Register map, names as in the netlist:
Bar = 20 um. Other sequential cells in the stronger gray, the rest of the logic in the fainter gray.
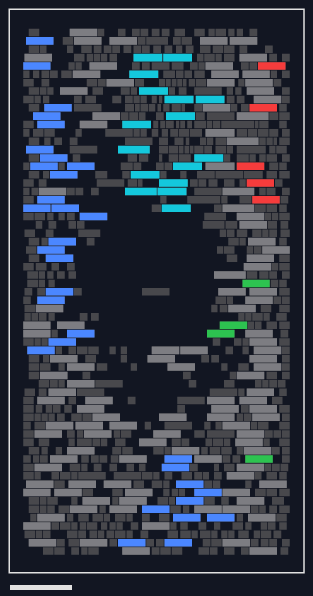
Clock routing:
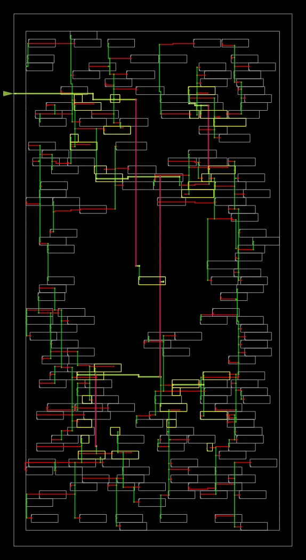
Wiring by layer:
Bar = 20 um.
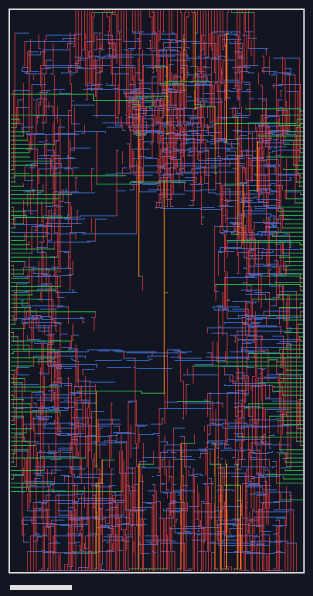
Port wiring:
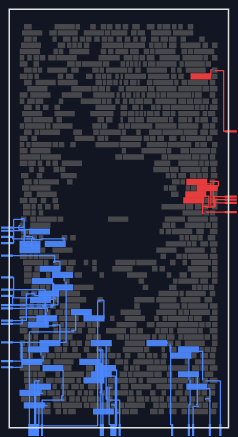
Cell sizes after repair:
Bar = 20 um.
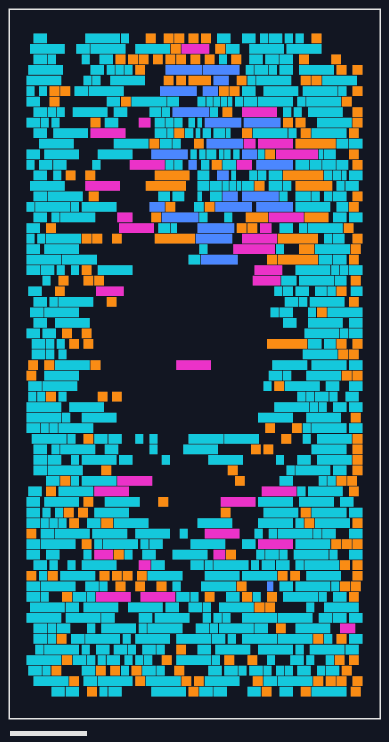
**config.mk**
```make
export PLATFORM = sky130hd
export DESIGN_NAME = id_ex_stage
export DESIGN_NICKNAME = d
export VERILOG_FILES = /design/src/rtl/id_ex_stage.sv
export SDC_FILE = /design/constraint.sdc
export NUM_CORES = 1
export LEC_CHECK = 0
export CORE_ASPECT_RATIO = 2
export CORE_MARGIN = 4
export CORE_UTILIZATION = 39
export DETAILED_ROUTE_END_ITERATION = 12
export HOLD_SLACK_MARGIN = 0.02
export PLACE_DENSITY = 0.88
export SLEW_MARGIN = 40
export SYNTH_ARGS = -nofsm -noshare
export SYNTH_HDL_FRONTEND = slang
export SYNTH_SLANG_ARGS = --single-unit
```
**constraint.sdc**
```tcl
create_clock -name clk -period 2.4 [get_ports clk]
set_clock_uncertainty 0.1 [all_clocks]
set_input_delay 0.36 -clock clk [delete_from_list [all_inputs] [get_ports clk]]
set_output_delay 0.36 -clock clk [all_outputs]
set_load 0.1 [all_outputs]
```
**src/rtl/id_ex_stage.sv**
```systemverilog
// ID/EX pipeline register with load-use hazard detection and a saturating stall counter.
// Latency: one cycle ID->EX. Backpressure: stall is combinational and holds PC/IF-ID for one bubble.
`timescale 1ns/1ps
module id_ex_stage #(
  parameter int DATA_W = 32
) (
  input  logic              clk,
  input  logic              rst_n,
  input  logic              id_valid,
  input  logic [DATA_W-1:0] id_pc4,
  input  logic [DATA_W-1:0] id_rd1,
  input  logic [DATA_W-1:0] id_rd2,
  input  logic [DATA_W-1:0] id_imm,
  input  logic [4:0]        id_rs,
  input  logic [4:0]        id_rt,
  input  logic [4:0]        id_dest,
  input  logic              id_use_rs,
  input  logic              id_use_rt,
  input  logic              id_RegWrite,
  input  logic              id_MemRead,
  input  logic              id_MemWrite,
  input  logic              id_ALUSrc,
  input  logic [1:0]        id_MemtoReg,
  input  logic [3:0]        id_ALUOp,
  input  logic              flush,
  output logic              ex_valid,
  output logic              ex_RegWrite,
  output logic              ex_MemRead,
  output logic              ex_MemWrite,
  output logic              ex_ALUSrc,
  output logic [1:0]        ex_MemtoReg,
  output logic [3:0]        ex_ALUOp,
  output logic [4:0]        ex_rs,
  output logic [4:0]        ex_rt,
  output logic [4:0]        ex_dest,
  output logic [DATA_W-1:0] ex_pc4,
  output logic [DATA_W-1:0] ex_rd1,
  output logic [DATA_W-1:0] ex_rd2,
  output logic [DATA_W-1:0] ex_imm,
  output logic              stall,
  output logic [15:0]       hazard_count
);

  typedef struct packed {
    logic              valid;
    logic              reg_write;
    logic              mem_read;
    logic              mem_write;
    logic              alu_src;
    logic [1:0]        mem_to_reg;
    logic [3:0]        alu_op;
    logic [4:0]        rs;
    logic [4:0]        rt;
    logic [4:0]        dest;
    logic [DATA_W-1:0] pc4;
    logic [DATA_W-1:0] rd1;
    logic [DATA_W-1:0] rd2;
    logic [DATA_W-1:0] imm;
  } ex_t;

  ex_t         ex_q, ex_d;
  logic [15:0] cnt_q, cnt_d;
  logic        hazard;
  logic        rs_hit, rt_hit;

  // A load in EX whose result ID needs cannot be forwarded yet.
  assign rs_hit = id_use_rs && (id_rs == ex_q.dest);
  assign rt_hit = id_use_rt && (id_rt == ex_q.dest);
  assign hazard = id_valid && ex_q.valid && ex_q.mem_read &&
                  (ex_q.dest != 5'd0) && (rs_hit || rt_hit);
  assign stall  = hazard && !flush;

  always_comb begin
    ex_d = '0;
    if (!flush && !hazard) begin
      ex_d.valid      = id_valid;
      ex_d.reg_write  = id_RegWrite && id_valid && (id_dest != 5'd0);
      ex_d.mem_read   = id_MemRead && id_valid;
      ex_d.mem_write  = id_MemWrite && id_valid;
      ex_d.alu_src    = id_ALUSrc;
      ex_d.mem_to_reg = id_MemtoReg;
      ex_d.alu_op     = id_ALUOp;
      ex_d.rs         = id_rs;
      ex_d.rt         = id_rt;
      ex_d.dest       = id_dest;
      ex_d.pc4        = id_pc4;
      ex_d.rd1        = id_rd1;
      ex_d.rd2        = id_rd2;
      ex_d.imm        = id_imm;
    end
  end

  always_comb begin
    cnt_d = cnt_q;
    if (stall && (cnt_q != 16'hFFFF)) begin
      cnt_d = cnt_q + 16'd1;
    end
  end

  always_ff @(posedge clk or negedge rst_n) begin
    if (!rst_n) begin
      ex_q  <= '0;
      cnt_q <= '0;
    end else begin
      ex_q  <= ex_d;
      cnt_q <= cnt_d;
    end
  end

  assign ex_valid     = ex_q.valid;
  assign ex_RegWrite  = ex_q.reg_write;
  assign ex_MemRead   = ex_q.mem_read;
  assign ex_MemWrite  = ex_q.mem_write;
  assign ex_ALUSrc    = ex_q.alu_src;
  assign ex_MemtoReg  = ex_q.mem_to_reg;
  assign ex_ALUOp     = ex_q.alu_op;
  assign ex_rs        = ex_q.rs;
  assign ex_rt        = ex_q.rt;
  assign ex_dest      = ex_q.dest;
  assign ex_pc4       = ex_q.pc4;
  assign ex_rd1       = ex_q.rd1;
  assign ex_rd2       = ex_q.rd2;
  assign ex_imm       = ex_q.imm;
  assign hazard_count = cnt_q;

endmodule

```
==> flow_results.org <==
* Flow results

** Floorplanning
- Die extent in x :: about 95 um
- Core utilization before placement :: between 30% and 40%
- The die covers roughly 0.017 mm2.
- The floorplan has around 63 rows.
- Measured along the y axis, the die boundary spans around 180 um.
- The core region is approximately 0.015 mm2.

** Route
- Using the TritonRoute via totals, the vias-per-cell ratio works out to 4.56.
- # DRC :: 0
- Number of vias in the routed layout :: 4496
- ANT nets after route :: 0

** Yosys
- The netlist uses 32 different library cells.
- In the synthesis report, Yosys lists the chip area as ~0.006 mm2.
- The synthesis report gives the async set-or-reset register share as 100%.
- Post-synthesis net count :: 587
- Yosys stat counts roughly 430 cells in the synthesized netlist.
- Dominant register cell in the synthesized netlist :: sky130_fd_sc_hd__dfrtp_1
- Yosys warning total :: 0
- Each instance of the synthesized netlist takes up on average 13.9 um2.
- The synthesized netlist handed to floorplanning was reported with a cell count of about 430.
- Yosys reports that the leading cell type by area covers 71.4% of the netlist area.
- Of all cell types, the one taking the most synthesized area is sky130_fd_sc_hd__dfrtp_1.
- In the Yosys report, the sequential cells make up between 70 and 80% of the chip area.
- The cell area that synthesis handed to floorplanning was between 0.005 and 0.006 mm2.

** Final timing
- RSZ-0062 raised after global routing :: true
- For the final routed database, the setup TNS stands at -0.124 ns.
- At the pin with the least slew margin, the transition time is around 0.54 ns.
- The critical path in the final layout is reported with a setup slack of -0.124 ns.
- Finish-stage setup viols :: 1
- Normalized max-slew margin :: between 60 and 70%
- Final number of hold-violating endpoints :: 0

** Power
- In this run the VDD rail shows a maximum IR drop of ~0.48 mV.
- Total power density per cell area :: approximately 760 mW/mm2

** GRT
- All-layer global routing usage :: 21.4%
- Remaining global-route overflow :: 0

** Layout
- At the end of the flow, the number of nets in the layout was between 900 and 1000.
- Between the synthesized netlist and the finished layout, the area growth was recorded as 65.4%.

** Clock tree
- Latency at later pin :: roughly 0.41 ns
- According to the CTS report, the clock sink count is roughly 170.
- In this run the deepest clock path goes through 2 buffers.
- The clock tree synthesis step divided the H-tree into 4 levels.
- TritonCTS built the clock tree.

** Run
- Number of maximum-capacitance constraint violations :: 0
- In this run the tools logged warnings totalling 29.

** Setup path
- Data arrival time of the worst path :: 2.06 ns
- Sort of element at the end of the critical path :: primary output

** Run status
- Failing checks :: negative setup slack
- Outcome :: finished with violations

** Placement
- Detailed placement HPWL :: approximately 14 mm
- Before CTS, the worst setup slack after placement is -0.106 ns.
About 'register map, names as in the netlist':
Key: red = ex_rt [flops 5, where upper right]; cyan = hazard_count [flops 16, where top center]; blue = ex_rd2 [flops 32]; green = ex_ALUOp [flops 4, where middle right]
Another 113 sequential cells are not colored.
Final Util: 66.1%
area of all sequential standard cells: 0.00430 mm2

About 'clock routing':
total clock buffers created by CTS: 17
num sequential: 170
total clock network power: 2.73 mW

About 'wiring by layer':
Key: orange = M4 [wire length 653 um]; red = M2 [wire length 10400 um]; green = M3 [wire length 1720 um]; blue = M1 [wire length 5570 um]

About 'port wiring':
Key: blue = ex_rd1 [bits 32, direction output, edge 17 bottom, 15 left, end cells 32, wire 1110 um]; red = ex_rs [bits 5, direction output, edge right, end cells 5, wire 114 um]
Boundary Pins: 330
number of port buffers: 329

About 'cell sizes after repair':
Key: orange = x3 and x4 [cells 203, share 26%, most used buf_4]; cyan = x1 and smaller [cells 531, share 67%, most used clkdlybuf4s50_1]; blue = x2 [cells 24, share 3.0%, most used dfrtp_2]; magenta = x6 and larger [cells 32, share 4.1%, most used clkbuf_16]

[critical path, stage by stage, from the launching register on]
cell and delay (ns):
sky130_fd_sc_hd__dfrtp_4 0.51, sky130_fd_sc_hd__or4_4 0.57, sky130_fd_sc_hd__o2111ai_4 0.22, sky130_fd_sc_hd__buf_6 0.15, sky130_fd_sc_hd__nor3_4 0.04, sky130_fd_sc_hd__buf_12 0.16
[flip-flops by register name (all words and copies together) (netlist names)]
signal / count
ex_imm: 32
ex_pc4: 32
ex_rd1: 32
ex_rd2: 32
hazard_count: 16
ex_dest: 5
ex_rs: 5
ex_rt: 5
ex_ALUOp: 4
ex_MemtoReg: 2
ex_ALUSrc: 1
ex_MemRead: 1
ex_MemWrite: 1
ex_RegWrite: 1
ex_valid: 1
[metal layers]
metal  up-vias  GRT usage (%)  share of wire, %
met5         -              0                 0
met4         0           9.41               3.6
met3        41           7.47               9.3
met2       249           40.4                57
met1      2142           19.9                30
li1       2064              -                 -
[worst paths after layout]
kind | startpoint | to | slack [ns] | cells past startpoint
max reg2reg | ex_dest[0] | ex_rd1[25] | 0.09 | 5
min in group clk | id_rd1[6] | ex_rd1[6] | 0.40 | 2
min reg2reg | hazard_count[15] | hazard_count[15] | 0.41 | 1
max in group asynchronous | rst_n | ex_imm[15] | 1.04 | 3
min | rst_n | ex_rd1[30] | 0.36 | 2
max | ex_dest[0] | stall | -0.12 | 5
[per-stage QoR]
step	cell area (um2)	hold slack (ns)	std cells
2_1_floorplan	6040	-0.0356	427
3_3_place_gp	9180	0.244	948
3_5_place_dp	9180	0.249	948
4_1_cts	9830	0.366	983
5_1_grt	9850	0.379	985
6_report	9850	0.364	985
[repair_timing]
item                                    CTS  global route
hold buffers                              1             0
endpoints found under the setup margin    1             1
hold endpoints to repair                 51             0
pin swaps                                 1             4
gates resized                             5             1
buffers inserted                          2             2
[cell usage in the layout (no fill, tap or decap), drive strengths merged, types with 2 or more instances in the layout]
cell type,n
buf,191
dfrtp,170
clkdlybuf4s50,157
and2,151
clkbuf,18
xnor2,11
xor2,10
nand2,8
nor4,8
nor3,7
inv,7
nand4,6
mux2,5
nand3,5
clkinvlp,4
or4,3
o21ai,3
o2111a,2
and3,2
nand2b,2
nor4b,2
nand3b,2
bufinv,2
clkinv,2
[logic make-up (layout without fill, tap and decap cells)]
logic type / after synthesis / after routing / share of synthesized area [%]
and+or+nand+nor: 202 / 202 / 20.9
DFF: 170 / 170 / 71.4
xor gates and xnor gates: 21 / 21 / 3.09
buffers and inverters: 19 / 382 / 2.08
AOI/OAI and AO/OA: 9 / 9 / 1.37
muxes: 5 / 5 / 0.945
adders and majority gates: 1 / 1 / 0.210
[power breakdown]
| part | leakage, nW | switching (mW) | internal [mW] |
|---|---|---|---|
| registers | 2.17 | 0.0544 | 3.00 |
| logic | 2.23 | 1.25 | 0.492 |
| clock network | 0.282 | 1.15 | 1.58 |
| total | 4.69 | 2.45 | 5.08 |
[layout make-up]
type	instances	area [um2]
clock buffer	18	439
clock inverter	14	159
fill	1072	5050
inverter	1	3.75
multi-input combinational	238	1630
sequential	170	4300
tap	195	244
timing repair buffer	349	3070
No activity file was given, so power comes from the tool's default toggle rates.
